## src/rtl/pong_pkg.sv

```systemverilog
// pong_pkg: shared encodings for the one-dimensional LED pong core.
// Optional hit speed-up is enabled in pong_engine by defining PONG_SPEEDUP_EN.
package pong_pkg;

    typedef enum logic [1:0] {
        ST_SERVE = 2'b00,
        ST_MOVE  = 2'b01,
        ST_POINT = 2'b10,
        ST_OVER  = 2'b11
    } state_t;

    localparam logic [1:0] WIN_NONE = 2'b00;
    localparam logic [1:0] WIN_L    = 2'b01;
    localparam logic [1:0] WIN_R    = 2'b10;

    // Ball direction; player sides reuse the same encoding.
    localparam logic DIR_L = 1'b0;
    localparam logic DIR_R = 1'b1;

endpackage

```

## src/rtl/pong_tick_gen.sv

```systemverilog
// pong_tick_gen: one-cycle game tick every TICK_DIV clocks.
// Counter restarts from zero on synchronous reset.
module pong_tick_gen #(
    parameter int TICK_DIV = 1_000_000
) (
    input  logic clk,
    input  logic reset,
    output logic tick
);

    localparam int CW = (TICK_DIV > 1) ? $clog2(TICK_DIV) : 1;
    localparam logic [CW-1:0] LAST = CW'(TICK_DIV - 1);

    logic [CW-1:0] r_cnt;

    always_ff @(posedge clk) begin
        if (reset) begin
            r_cnt <= '0;
        end else if (r_cnt == LAST) begin
            r_cnt <= '0;
        end else begin
            r_cnt <= r_cnt + 1'b1;
        end
    end

    assign tick = (r_cnt == LAST);

endmodule

```

## src/rtl/pong_engine.sv

```systemverilog
// pong_engine: LED pong core - serve/rally/point/game-over sequencing and scores.
// Define PONG_SPEEDUP_EN to shorten the step period on every hit.
module pong_engine
    import pong_pkg::*;
#(
    parameter int WIDTH       = 16,
    parameter int SCORE_W     = 4,
    parameter int WIN_SCORE   = 9,
    parameter int HIT_WIN     = 2,
    parameter int TICK_DIV    = 1_000_000,
    parameter int SPEED_INIT  = 20,
    parameter int SPEED_MIN   = 4,
    parameter int POINT_TICKS = 100
) (
    input  logic               clk,
    input  logic               reset,
    input  logic               btn_l,
    input  logic               btn_r,
    output logic [WIDTH-1:0]   ball,
    output logic [SCORE_W-1:0] score_l,
    output logic [SCORE_W-1:0] score_r,
    output logic [1:0]         state,
    output logic [1:0]         winner
);

    localparam int PW      = (WIDTH > 1) ? $clog2(WIDTH) : 1;
    localparam int SPD_MAX = (SPEED_INIT > SPEED_MIN) ? SPEED_INIT : SPEED_MIN;
    localparam int SW      = $clog2(SPD_MAX + 1);
    localparam int FW      = $clog2(POINT_TICKS + 1);

    localparam logic [PW-1:0]      POS_L  = '0;
    localparam logic [PW-1:0]      POS_R  = PW'(WIDTH - 1);
    localparam logic [PW-1:0]      HIT_L  = PW'(HIT_WIN);
    localparam logic [PW-1:0]      HIT_R  = PW'(WIDTH - HIT_WIN);
    localparam logic [SW-1:0]      P_INIT = SW'(SPEED_INIT);
    localparam logic [FW-1:0]      F_LAST = FW'(POINT_TICKS - 1);
    localparam logic [SCORE_W-1:0] S_WIN  = SCORE_W'(WIN_SCORE);
    localparam logic [SCORE_W-1:0] S_MAX  = '1;
    localparam logic [WIDTH-1:0]   ONE    = WIDTH'(1);
`ifdef PONG_SPEEDUP_EN
    localparam logic [SW-1:0]      P_MIN  = SW'(SPEED_MIN);
`endif

    state_t             r_state, w_state;
    logic [PW-1:0]      r_pos, w_pos;
    logic               r_dir, w_dir;
    logic               r_server, w_server;
    logic               r_scorer, w_scorer;
    logic [SCORE_W-1:0] r_score_l, w_score_l;
    logic [SCORE_W-1:0] r_score_r, w_score_r;
    logic [1:0]         r_winner, w_winner;
    logic [SW-1:0]      r_period, w_period;
    logic [SW-1:0]      r_step, w_step_cnt;
    logic [FW-1:0]      r_flash, w_flash;
    logic               r_btn_l_q, r_btn_r_q;

    logic               w_tick;
    logic               w_press_l, w_press_r;
    logic               w_step, w_hit;
    logic               w_miss_l, w_miss_r;
    logic [SCORE_W-1:0] w_win_score;
    logic [PW-1:0]      w_serve_pos;

    function automatic logic [SCORE_W-1:0] sat_inc(input logic [SCORE_W-1:0] s);
        return (s == S_MAX) ? s : s + 1'b1;
    endfunction

    pong_tick_gen #(
        .TICK_DIV (TICK_DIV)
    ) u_tick (
        .clk   (clk),
        .reset (reset),
        .tick  (w_tick)
    );

    assign w_press_l = btn_l & ~r_btn_l_q;
    assign w_press_r = btn_r & ~r_btn_r_q;
    assign w_step    = w_tick && (r_step == r_period - 1'b1);

    assign w_hit = (w_press_l && r_dir == DIR_L && r_pos < HIT_L)
                || (w_press_r && r_dir == DIR_R && r_pos >= HIT_R);

    assign w_miss_l    = w_step && r_dir == DIR_L && r_pos == POS_L;
    assign w_miss_r    = w_step && r_dir == DIR_R && r_pos == POS_R;
    assign w_win_score = (r_scorer == DIR_L) ? r_score_l : r_score_r;
    assign w_serve_pos = (r_server == DIR_L) ? POS_L : POS_R;

    always_comb begin
        w_state    = r_state;
        w_pos      = r_pos;
        w_dir      = r_dir;
        w_server   = r_server;
        w_scorer   = r_scorer;
        w_score_l  = r_score_l;
        w_score_r  = r_score_r;
        w_winner   = r_winner;
        w_period   = r_period;
        w_step_cnt = r_step;
        w_flash    = r_flash;
        unique case (r_state)
            ST_SERVE: begin
                w_step_cnt = '0;
                w_period   = P_INIT;
                w_pos      = w_serve_pos;
                if (r_server == DIR_L && w_press_l) begin
                    w_state = ST_MOVE;
                    w_dir   = DIR_R;
                end else if (r_server == DIR_R && w_press_r) begin
                    w_state = ST_MOVE;
                    w_dir   = DIR_L;
                end
            end
            ST_MOVE: begin
                if (w_tick) begin
                    w_step_cnt = w_step ? '0 : r_step + 1'b1;
                end
                // A hit on the step cycle pre-empts the miss.
                if (w_hit) begin
                    w_dir      = ~r_dir;
                    w_step_cnt = '0;
`ifdef PONG_SPEEDUP_EN
                    w_period   = (r_period > P_MIN) ? r_period - 1'b1 : P_MIN;
`endif
                end else if (w_miss_l) begin
                    w_score_r = sat_inc(r_score_r);
                    w_scorer  = DIR_R;
                    w_server  = DIR_L;
                    w_state   = ST_POINT;
                    w_flash   = '0;
                end else if (w_miss_r) begin
                    w_score_l = sat_inc(r_score_l);
                    w_scorer  = DIR_L;
                    w_server  = DIR_R;
                    w_state   = ST_POINT;
                    w_flash   = '0;
                end else if (w_step) begin
                    w_pos = (r_dir == DIR_R) ? r_pos + 1'b1 : r_pos - 1'b1;
                end
            end
            ST_POINT: begin
                if (w_tick) begin
                    if (r_flash == F_LAST) begin
                        if (w_win_score == S_WIN) begin
                            w_state  = ST_OVER;
                            w_winner = (r_scorer == DIR_L) ? WIN_L : WIN_R;
                        end else begin
                            w_state    = ST_SERVE;
                            w_pos      = w_serve_pos;
                            w_period   = P_INIT;
                            w_step_cnt = '0;
                        end
                    end else begin
                        w_flash = r_flash + 1'b1;
                    end
                end
            end
            ST_OVER: begin
                if (w_press_l || w_press_r) begin
                    w_score_l = '0;
                    w_score_r = '0;
                    w_winner  = WIN_NONE;
                    w_server  = DIR_L;
                    w_pos     = POS_L;
                    w_period  = P_INIT;
                    w_state   = ST_SERVE;
                end
            end
            default: begin
                w_state = ST_SERVE;
            end
        endcase
    end

    always_ff @(posedge clk) begin
        // Loaded during reset too, so a held button never fires an edge.
        r_btn_l_q <= btn_l;
        r_btn_r_q <= btn_r;
        if (reset) begin
            r_state   <= ST_SERVE;
            r_pos     <= POS_L;
            r_dir     <= DIR_R;
            r_server  <= DIR_L;
            r_scorer  <= DIR_L;
            r_score_l <= '0;
            r_score_r <= '0;
            r_winner  <= WIN_NONE;
            r_period  <= P_INIT;
            r_step    <= '0;
            r_flash   <= '0;
        end else begin
            r_state   <= w_state;
            r_pos     <= w_pos;
            r_dir     <= w_dir;
            r_server  <= w_server;
            r_scorer  <= w_scorer;
            r_score_l <= w_score_l;
            r_score_r <= w_score_r;
            r_winner  <= w_winner;
            r_period  <= w_period;
            r_step    <= w_step_cnt;
            r_flash   <= w_flash;
        end
    end

    assign ball    = (r_state == ST_POINT || r_state == ST_OVER) ? '1 : ONE << r_pos;
    assign score_l = r_score_l;
    assign score_r = r_score_r;
    assign state   = r_state;
    assign winner  = r_winner;

endmodule

```

## config.mk

```make
export PLATFORM = sky130hd
export DESIGN_NAME = pong_engine
export DESIGN_NICKNAME = d
export VERILOG_FILES = /design/src/rtl/pong_pkg.sv /design/src/rtl/pong_tick_gen.sv /design/src/rtl/pong_engine.sv
export SDC_FILE = /design/constraint.sdc
export NUM_CORES = 1
export LEC_CHECK = 0
export ABC_AREA = 1
export CORE_MARGIN = 3
export CORE_UTILIZATION = 51
export CTS_BUF_LIST = sky130_fd_sc_hd__clkbuf_16
export DETAILED_ROUTE_END_ITERATION = 12
export PLACE_DENSITY = 0.72
export SKIP_LAST_GASP = 1
export SLEW_MARGIN = 20
export SYNTH_ARGS = -nofsm -noshare
export SYNTH_HDL_FRONTEND = slang
export SYNTH_SLANG_ARGS = --single-unit
```

## constraint.sdc

```tcl
create_clock -name clk -period 4.4 [get_ports clk]
set_input_delay 0.44 -clock clk [delete_from_list [all_inputs] [get_ports clk]]
set_output_delay 0.44 -clock clk [all_outputs]
set_load 0.01 [all_outputs]
```

==> results.txt <==
Physical implementation status

The accumulated negative setup slack stands at 0 ps. The global routing report lists met2 layer usage as 0.362. The area taken by multi-input combinational cells is reported as 2010 µm².

In this run the most critical hold path is launched from u_tick.r_cnt[17]. Across the run, the number of max-cap violations was 0. The initial utilization of the core area, before any placement, comes to 0.545. Buffers inserted during clock tree synthesis total 5. The slew at the pin closest to its max-slew limit stands at 677 ps.

The routed design could run at a clock period as short as 2350 ps. The register with the most flip-flops in the final layout is u_tick.r_cnt. For reference, the final report shows the max-slew violation count at 0. The synthesis-stage register bit count stands at 53.

Looking at the clock tree report, the maximum root-to-sink buffer count equals 2. The flow measured a signed area growth from synthesis to layout of 14.1%. Entering global routing, the biggest net connects 23 pins.

The flow ran to the end, and the final reports show no timing, DRC or antenna violations. The number of logic gates stands at 396. The number of warnings issued by yosys stands at 0. The final report lists the setup-violating endpoint count as 0. The number of fillers in the final layout stands at 603. The combinational share of cell area stands at 0.524. The power consumed by sequential cells stands at 0.678 mW. The number of cells reported by Yosys stat comes to 518. The number of flops mapped to enable cells by yosys stands at 0. In the global route stage, overall resource usage came out at 0.210. Counting tap cells, the placed design contains a total of 613 instances.
Figure 1. Clock wiring as the flow saved it.
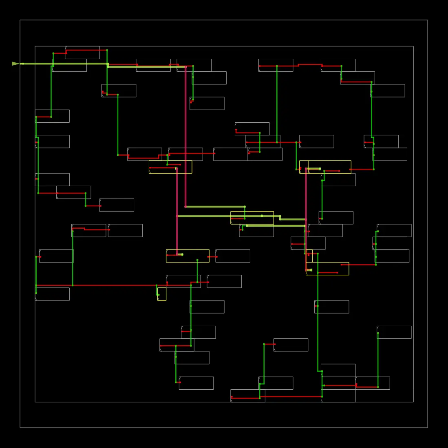
Fin Clk Skew: 6.64 ps
number of clock-tree buffers in the layout: 5
P_clk: 0.378 mW

Figure 2. Cells colored by class.
(6 px per µm)
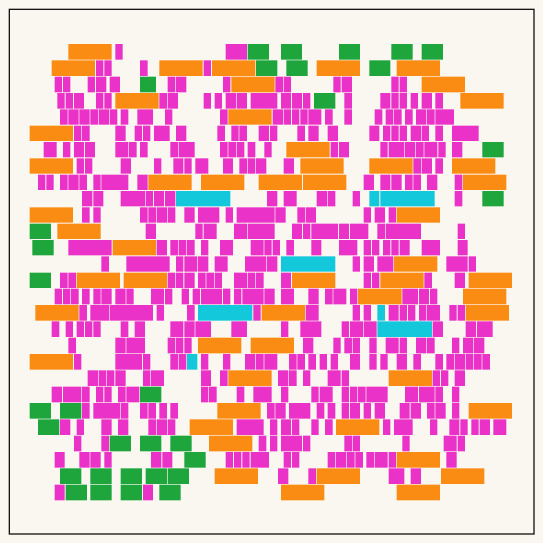
- green: remaining buffers and delay cells (cells 32)
- orange: registers (cells 53)
- cyan: clock drivers and dummy loads (cells 8)
- magenta: remaining logic cells (cells 453)
final standard cell area without fillers: 3840 µm²
Core Area: 6170 µm²
register fraction of the total cell area: 0.276

Figure 3. Ports around the boundary.
(4 px per µm) Pins as bars across the die edge, other pins in gray.
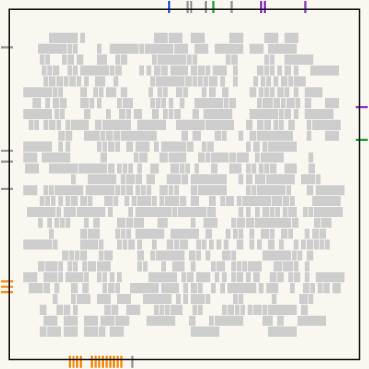
- green: `winner` (pins 2; direction output; edge 1 right, 1 top)
- blue: `reset` (pins 1; direction input; edge top)
- orange: `ball` (pins 16; direction output; edge 13 bottom, 3 left)
- purple: `score_l` (pins 4; direction output; edge 3 top, 1 right)
- all pins by edge: 14 bottom, 9 top, 7 left, 2 right
count of buffers inserted at the top-level ports: 31
overall die width: 87.2 µm
die height: 87.2 µm

Figure 4. A small window of the routed layout.
Window x 37 to 87, y 37 to 87 µm. Cells in gray, sequential cells in the stronger gray; small squares are vias.
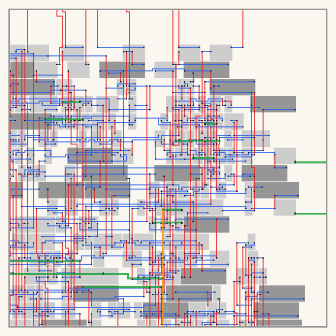
- green: M3
- orange: M4
- blue: M1
- red: M2
- sequential cells in the window: 21
- most frequent: nand2_1 (39), dfxtp_1 (21)
- netlist names of flops here include: `r_step` (5), `u_tick.r_cnt` (5), `score_l` (4)
- cells with their middle in the window: 172

Figure 5. M3 wires.
(6 px per µm) Cells faint in the background.
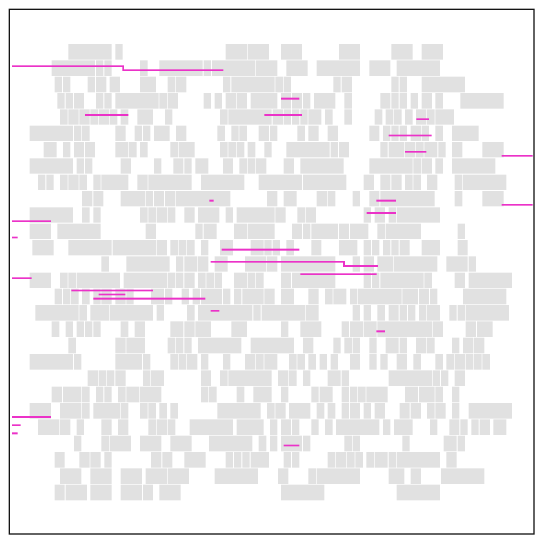
- wire length on this layer: 193 µm
- main direction: horizontal
- share of all routed wire: 2.5%
- longest straight run: 22.1 µm
- nets with wire on the layer: 22
vias: 3207
met3 usage: 0.0312
post-detailed-routing wire length: 7.66 mm

No activity file was given, so power comes from the tool's default toggle rates.
